**Signal wires by layer**

Bar = 10 µm.
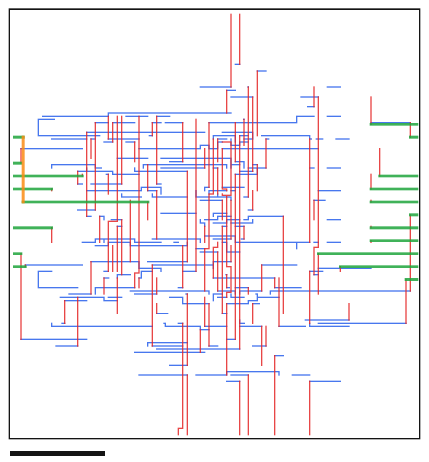
**Ports around the boundary**

Pins as bars across the die edge, other pins in gray.
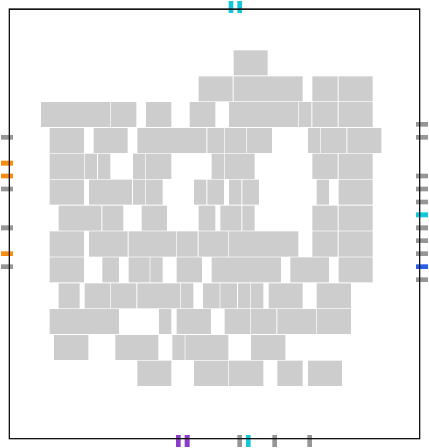
**I/O nets highlighted**

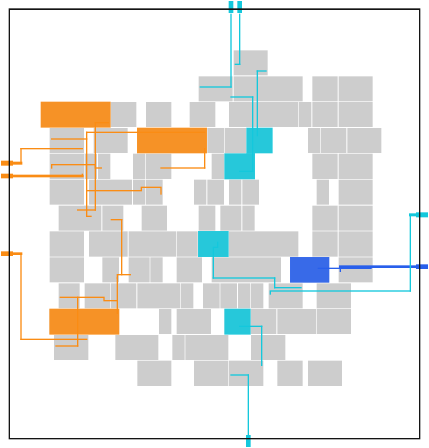
$ cat src/rtl/univ_shift_reg.sv
// rtl/univ_shift_reg.sv - parametrised universal shift register with shift counter
//
// univ_shift_reg_stage: one D-type bit with clock enable and synchronous reset.
//   CK      rising-edge clock
//   RN      synchronous reset, active-low (loads RST_BIT)
//   EN      capture enable
//   D       next bit value
//   Q / QP  true and complement outputs
//
// univ_shift_reg: WIDTH-bit hold / shift right / shift left / load register.
//   CK, RN  clock and synchronous active-low reset (RN overrides EN and MODE)
//   EN      clock enable, 0 holds Q and CNT
//   MODE    00 hold, 01 shift right, 10 shift left, 11 parallel load
//   ROT     rotate on shifts instead of taking the serial inputs
//   SIR     serial input entering the MSB on shift right
//   SIL     serial input entering the LSB on shift left
//   D       parallel load data
//   Q / QP  register contents and complement
//   SOR     Q[0], bit leaving on a right shift
//   SOL     Q[WIDTH-1], bit leaving on a left shift
//   CNT     shifts since last load/reset, saturating at WIDTH
//   WFULL   CNT == WIDTH, a complete serial word has entered

module univ_shift_reg_stage #(
  parameter logic RST_BIT = 1'b0
) (
  input  logic CK,
  input  logic RN,
  input  logic EN,
  input  logic D,
  output logic Q,
  output logic QP
);

  always_ff @(posedge CK) begin
    if (!RN) begin
      Q <= RST_BIT;
    end else if (EN) begin
      Q <= D;
    end
  end

  assign QP = ~Q;

endmodule

module univ_shift_reg #(
  parameter int              WIDTH     = 4,
  parameter logic [WIDTH-1:0] RESET_VAL = '0
) (
  input  logic                       CK,
  input  logic                       RN,
  input  logic                       EN,
  input  logic [1:0]                 MODE,
  input  logic                       ROT,
  input  logic                       SIR,
  input  logic                       SIL,
  input  logic [WIDTH-1:0]           D,
  output logic [WIDTH-1:0]           Q,
  output logic [WIDTH-1:0]           QP,
  output logic                       SOR,
  output logic                       SOL,
  output logic [$clog2(WIDTH+1)-1:0] CNT,
  output logic                       WFULL
);

  localparam int CW = $clog2(WIDTH + 1);

  localparam logic [1:0] MODE_HOLD  = 2'b00;
  localparam logic [1:0] MODE_RIGHT = 2'b01;
  localparam logic [1:0] MODE_LEFT  = 2'b10;
  localparam logic [1:0] MODE_LOAD  = 2'b11;

  logic [WIDTH-1:0] next_q;
  logic             fill_right;
  logic             fill_left;
  logic [CW-1:0]    next_cnt;

  // Rotation feeds back the bit that is about to fall off the other end.
  assign fill_right = ROT ? Q[0]       : SIR;
  assign fill_left  = ROT ? Q[WIDTH-1] : SIL;

  always_comb begin
    next_q = Q;
    case (MODE)
      MODE_RIGHT: next_q = {fill_right, Q[WIDTH-1:1]};
      MODE_LEFT:  next_q = {Q[WIDTH-2:0], fill_left};
      MODE_LOAD:  next_q = D;
      default:    next_q = Q;
    endcase
  end

  // Each bit only captures when EN is high, so nothing decoded from MODE or
  // the serial inputs can reach state while the register is disabled.
  for (genvar i = 0; i < WIDTH; i++) begin : g_stage
    univ_shift_reg_stage #(
      .RST_BIT (RESET_VAL[i])
    ) u_stage (
      .CK (CK),
      .RN (RN),
      .EN (EN),
      .D  (next_q[i]),
      .Q  (Q[i]),
      .QP (QP[i])
    );
  end

  // Rotations count as shifts; the count stops at WIDTH instead of wrapping.
  always_comb begin
    next_cnt = CNT;
    case (MODE)
      MODE_RIGHT, MODE_LEFT: begin
        if (CNT != CW'(WIDTH)) begin
          next_cnt = CNT + CW'(1);
        end
      end
      MODE_LOAD: next_cnt = '0;
      MODE_HOLD: next_cnt = CNT;
      default:   next_cnt = CNT;
    endcase
  end

  always_ff @(posedge CK) begin
    if (!RN) begin
      CNT <= '0;
    end else if (EN) begin
      CNT <= next_cnt;
    end
  end

  assign SOR   = Q[0];
  assign SOL   = Q[WIDTH-1];
  assign WFULL = (CNT == CW'(WIDTH));

endmodule

$ cat config.mk
export PLATFORM = sky130hd
export DESIGN_NAME = univ_shift_reg
export DESIGN_NICKNAME = d
export VERILOG_FILES = /design/src/rtl/univ_shift_reg.sv
export SDC_FILE = /design/constraint.sdc
export NUM_CORES = 1
export LEC_CHECK = 0
export CAP_MARGIN = 20
export CORE_AREA = 3 3 40 42
export CTS_CLUSTER_DIAMETER = 30
export CTS_CLUSTER_SIZE = 14
export DETAILED_ROUTE_END_ITERATION = 7
export DIE_AREA = 0 0 43 45
export GPL_TIMING_DRIVEN = 0
export PLACE_DENSITY = 0.81
export SYNTH_ARGS = -nofsm -noshare
export SYNTH_HDL_FRONTEND = slang
export SYNTH_SLANG_ARGS = --single-unit
$ cat constraint.sdc
create_clock -name CK -period 3.3 [get_ports CK]
set_clock_uncertainty 0.15 [all_clocks]
set_input_delay 0.66 -clock CK [delete_from_list [all_inputs] [get_ports CK]]
set_output_delay 0.66 -clock CK [all_outputs]
set_load 0.005 [all_outputs]
==> CHANGELOG.md <==
### Physical design

* Final layout net count at 111
* Layout overhead on the synthesized area at 55.9%
* Number of standard cells in the final layout excluding fillers at 108
* Hold Crit Class: flop to flop
* Series of cell instances along the critical path: inv_1, ha_1, and2_1, clkdlybuf4s50_1
* Worst Reg-to-Reg Cells at 5
* Worst-path clk slew at 50 ps
* Floorplan core density at 0.411
* Chip Footprint at 1940 µm²
* CTS Buf Count at 3
* Slew @ Worst Pin at around 360 ps
* Crit path max fanout at 5
* Largest area contributor in the synthesized netlist: dfxtp_1
* CTS sink count at 7
* Multiplexer fraction of the synthesized cell area at 0.0616
* Share of the yosys chip area belonging to registers at 0.265
* Max-slew headroom at the worst pin at 0.756
* Dominant non-sequential cell family after synthesis: AND-OR/OR-AND gates
* End of the worst register-to-register path: CNT[0]$_SDFFE_PN0P_
* First-pass detailed-route iteration total at 4
* Register bit total from synthesis at 7
* Master cell of the clock root buffer: clkbuf_4
* Area-dominant cell class after layout: buffers
* Number of antenna diodes at 0
* Number of non-clock inverters at 8
* Unrepaired setup endpoints after global routing: false
* Clock tree from TritonCTS: done
* Final Slew Violations at 0
* Crit end category: output pin
* Finish-stage setup viols at 0
* Most common cell after layout, fill and taps aside: clkdlybuf4s50_1
* Post-route fraction of the period consumed by the critical path at 0.707
* Largest register FFs at 4
* Share of layout cells above drive strength 1 at 0.151
* Total nets after synthesis at 81
* Number of instances on the worst hold path at 2
* Leakage power at 0.343 nW
* Fraction of synthesized cell area in xor and xnor cells at 0
* Largest register by flop count: g_stage.u_stage.Q
* Average cell area after synthesis at 8.25 µm²
* Multi-input gates at 41
* Routability Congestion at 0.708
* Data required time at the worst endpoint at 2490 ps
* Area fraction of clock buffers and clock inverters at 0.0319
* Yosys Instances at 64
* Fillers at roughly 110
* Overall Power at 0.000251 W
* Register-to-Register Setup Slack at 1670 ps
* Site Rows at 13
* DP Cell Count at roughly 100
* Proportion of cell area occupied by registers at 0.170
* CP Launch Type: flop
* Flip-flop and latch count at 7
* Final Hold Violating Endpoints at 0
* WHS at 353 ps
* H-tree levels at 1
* Post-Synth Adder-Cell Area at 0.118
* Maximum frequency from static timing analysis at 0.428 GHz
* Synthesized-area fraction occupied by and/or/nand/nor cells at 0.180
* Antenna violations before repair at 0
* Number of nets still failing antenna checks after routing at 0
* Number of instances resized during post-cts repair at 0
* Area figure in the yosys stat output at 528 µm²
* Biggest regs: g_stage.u_stage.Q x4, CNT x3
* Arrival @ worst endpoint at 1520 ps
* Pwr per Cell Area at 305 nW/µm²
* Number of design rule violations left after detail routing at 0
* Final global-route overflow total at 0
* Max-cap violations at 0
* Slowest stage delay, CP at about 440 ps
* Most common logic cells in the final layout: clkdlybuf4s50_1, inv_1, buf_4, dfxtp_1, nand2_1
* Area inside the core boundary at about 1300 µm²
* Post-detailed-route via-to-cell ratio at about 4.7
* Synthesized cell area at 528 µm²
* Pre-CTS setup slack at 829 ps
* Post-route cell area at roughly 800 µm²
* Worst IR drop on VDD at roughly 0.19 mV
* Data-path buffer share of cell area in the final layout at 0.377
* Hold-fix buffer count after cts at 0
* Area share of the largest cell type after synthesis at 0.265
* AND-OR/OR-AND share of the synthesized area at 0.204
* Timing startpoint of the critical path: CNT[0]$_SDFFE_PN0P_
* Cell at the slowest stage of the critical path: clkdlybuf4s50_1
* Syn. warnings at 0
* Worst reg2reg startpoint: CNT[0]$_SDFFE_PN0P_
* Endpoint with the worst hold slack: CNT[1]$_SDFFE_PN0P_
* Critical path start-end classification: flop to output pin
* Worst min-delay path startpoint: CNT[1]$_SDFFE_PN0P_
* Total number of warnings across the stage logs at 29
* Total area of sequential cells at ~140 µm²
* Postcts setup bufs at 0
* Max clock buf depth at 2
* Insertion delay at the late pin of the worst-skew pair at 250 ps
* Pin count of the biggest net entering global routing at 9
* Final min period at 2330 ps
* Violation count after the first detailed-routing iteration at 7
* Number of well taps at 15
* Count of plain and timing-repair buffers in the layout at 33
* Number of global-route vias before repair at 493
* DPL Wire Length at 911 µm
* Wire length of the first global-routing pass at 2010 µm
* Final worst setup slack at 966 ps
* Leading post-synthesis cells by cell area: dfxtp_1, ha_1, buf_4
* Multi-input combinational area share at 0.362
* Unique masters post-synth at 24
* Number of clock buffers in the layout at 4
* Outcome: finished, final reports clean
* Setup TNS after final layout at 0 ps
* Cell count after synthesis at 64
* Area occupied by multi-input gates at roughly 300 µm²
* Placed inst area at 797 µm²
* Final design utilization at 0.641
-- 'signal wires by layer' (at the start) --
color	layer	wire length
orange	met4	6.80 µm
green	met3	80.5 µm
red	met2	534 µm
blue	met1	542 µm
count of vias placed by the detailed router: 510
total global routing track utilization: 0.134
final wirelength: 1160 µm
wire length per cell: 10.8 µm

-- 'ports around the boundary' (at the start) --
color	port	pins	direction	edge
purple	MODE	2	input	bottom
blue	SIL	1	input	right
cyan	D	4	input	2 top, 1 right, 1 bottom
orange	CNT	3	output	left
all pins by edge	11 right, 7 left, 6 bottom, 2 top
DIE WIDTH: 43 µm
Port-buffer cells: 25

-- 'I/O nets highlighted' (at the start) --
color	port	bits	direction	end cells	buffers	wire
orange	CNT	3	output	3	3	118 µm
blue	SIL	1	input	1	1	14.1 µm
cyan	D	4	input	4	4	88.5 µm
top-level I/O count: 26

worst max-delay path: cells and delay by family, from the launching register on:
kind,cells,cell delay (ps)
buffers and inverters,2,500
flip-flops,1,400
adder cells (fa/ha/maj),1,220
AND/OR/NAND/NOR,1,160
cells by family (layout without fill, tap and decap cells):
group / after synthesis / after routing
AOI/OAI and AO/OA: 17 / 17
adders and majority gates: 5 / 5
buffers and inverters: 16 / 45
DFF: 7 / 7
muxes: 3 / 3
and+or+nand+nor: 16 / 16
metal layers:
layer | global-route usage | wire [µm] | part of all wire | vias up
li1 | - | - | - | 272
met1 | 0.180 | 542 | 0.47 | 218
met2 | 0.210 | 534 | 0.46 | 18
met3 | 0.0319 | 80 | 0.069 | 2
met4 | 0.0542 | 6 | 0.0052 | 0
met5 | 0 | 0 | 0 | -
worst max-delay path by stage:
stage                           to  slack, ps  depth (start not counted)
2_1_floorplan  CNT[0]$_SDFFE_PN0P_       1410                          5
3_3_place_gp   CNT[0]$_SDFFE_PN0P_        880                          6
3_5_place_dp   CNT[0]$_SDFFE_PN0P_        830                          6
4_1_cts                      WFULL        960                          4
5_1_grt                      WFULL        890                          4
6_report                     WFULL        970                          4
power by group:
part	switching (W)	total, W	internal, W
sequential	0.00000685	0.0000970	0.0000901
combinational	0.0000258	0.0000773	0.0000515
clock	0.0000309	0.0000770	0.0000461
total	0.0000636	0.000251	0.000188
cells in the mapped netlist:
cell type and instances:
a21boi_0 1, a21boi_1 1, a21oi_1 3, a221oi_1 2, a22oi_1 2, a31oi_1 2
and2_1 1, and3_1 1, buf_4 8, dfxtp_1 7, ha_1 5, inv_1 8
mux2_2 2, mux2i_1 1, nand2_1 6, nand2b_1 1, nand2b_4 1, nand3b_1 1
nand4bb_1 1, nor2_1 2, nor2b_1 1, o21a_1 1, o21ai_0 5, or4_1 1
Power is estimated from default activity; no workload was simulated.
